Design bnn_dsram_arbiter_flat, sky130hd; sources not shown.
**The clock network**

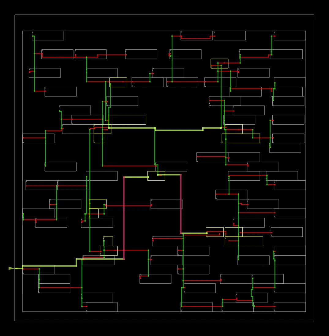
CTS buffer count: 9
Clock Skews: 8.17 ps
Sink Count: 76
FF+latch count: 76

**Ports around the boundary**

Drawn at 3 px/um. Pins as bars across the die edge, other pins in gray.
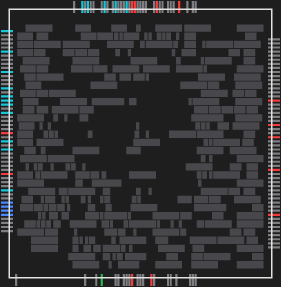
Blue shows o_dbg_starve, pins 4, direction output, edge left. Red shows bus_sram_addr, pins 13, direction output, edge 5 right, 4 top, 2 left, 2 bottom. Green shows bus_host_we, pins 1, direction input, edge bottom. Cyan shows bus_core_wdata, pins 16, direction input, edge 11 left, 5 top.
chip width: 87 um
count of input and output buffers: 0
chip height: 89 um

**Routed clock nets over the placement**

Drawn at 6 px/um.
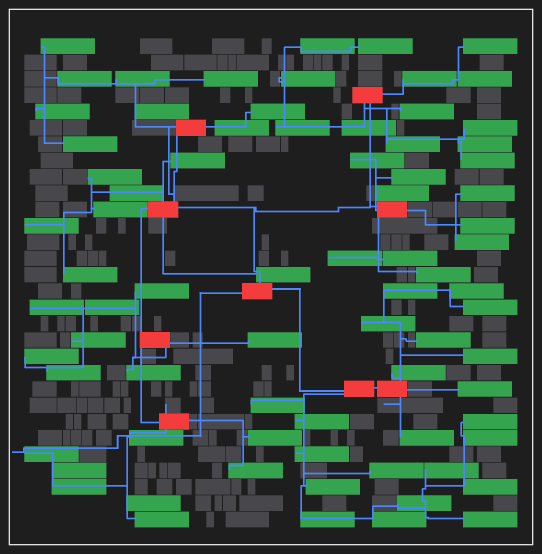
Green shows flip-flops, count 76. Blue shows clock wires, length 914 um. Red shows clock drivers, count 9.
There are 10 routed clock nets.
clk ins delay skew pair: 340 ps

**Cell classes on the final placement**

Drawn at 4 px/um. Fill, decap, tap and diode cells in gray.
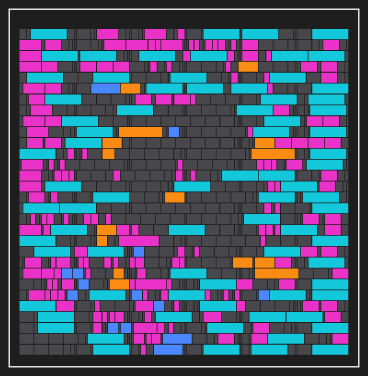
Cyan shows flops, cells 76, share of their area 52%. Magenta shows combinational and other logic, cells 169, share of their area 37%. Blue shows other buffers and delay cells, cells 14, share of their area 3.9%. Orange shows clock drivers and dummy loads, cells 15, share of their area 6.5%.
Seq area share: 0.509
row count: 30
CORE AREA: 6720 um2
Final Util: 0.556
design area: 3740 um2

==> reports/metrics.csv <==
stage,metric,value,unit
route,post-DR vias/cell,5.60,
finish,fin cells,354,
finish,# fillers,587,
finish,clkbuf count,9,
grt,met2 Resource Use GR,0.316,
outcome,outcome,"complete, no violations",
route,DRT Pass-1 Iters,4,
final_timing,setup violators final,0,
worst_hold_path,Hold Crit Class,flop to flop,
cts,CTS Hold Buffers Added,0,
flow_run,Max-Cap Viols,0,
worst_setup_path,CP max FO,5,
worst_setup_path,Setup CP Type,input pin to output pin,
finish,largest class,sequential cells,
die,Die ar.,7740,um2
worst_setup_path,worst path bufs/invs,1,
final_timing,Final Hold Fails,0,
synth,Yosys Chip Area,3310,um2
synth,synthesized cell area,3310,um2
finish,Flop area,1900,um2
placed_design,hpwl dp,5300,um
synth,Synthesized registers,76,
grt,largest net degree at the start of global routing,32,
worst_setup_path,"Data arrival, critical path",2150,ps
worst_setup_path,Reg2Reg Setup Slack,1250,ps
synth,yosys xor share,0.00529,
grt,vias in the first global route,2099,
-- synthesized netlist by cell type --
library cell,count
and3_1,2
mux2i_1,1
buf_6,3
dfrtp_1,76
a211o_1,1
o21bai_1,1
nor2_1,36
buf_4,1
and3b_1,1
or2_1,1
mux2_2,48
xor2_1,1
nand3_1,2
o22ai_2,1
a21oi_1,2
nand2_1,3
a2111oi_4,1
o21ai_0,3
nand2b_1,3
a31oi_4,1
mux2_4,16
clkbuf_1,7
xnor2_1,1
a211oi_2,1
ha_1,2
inv_1,13
nor3_1,28
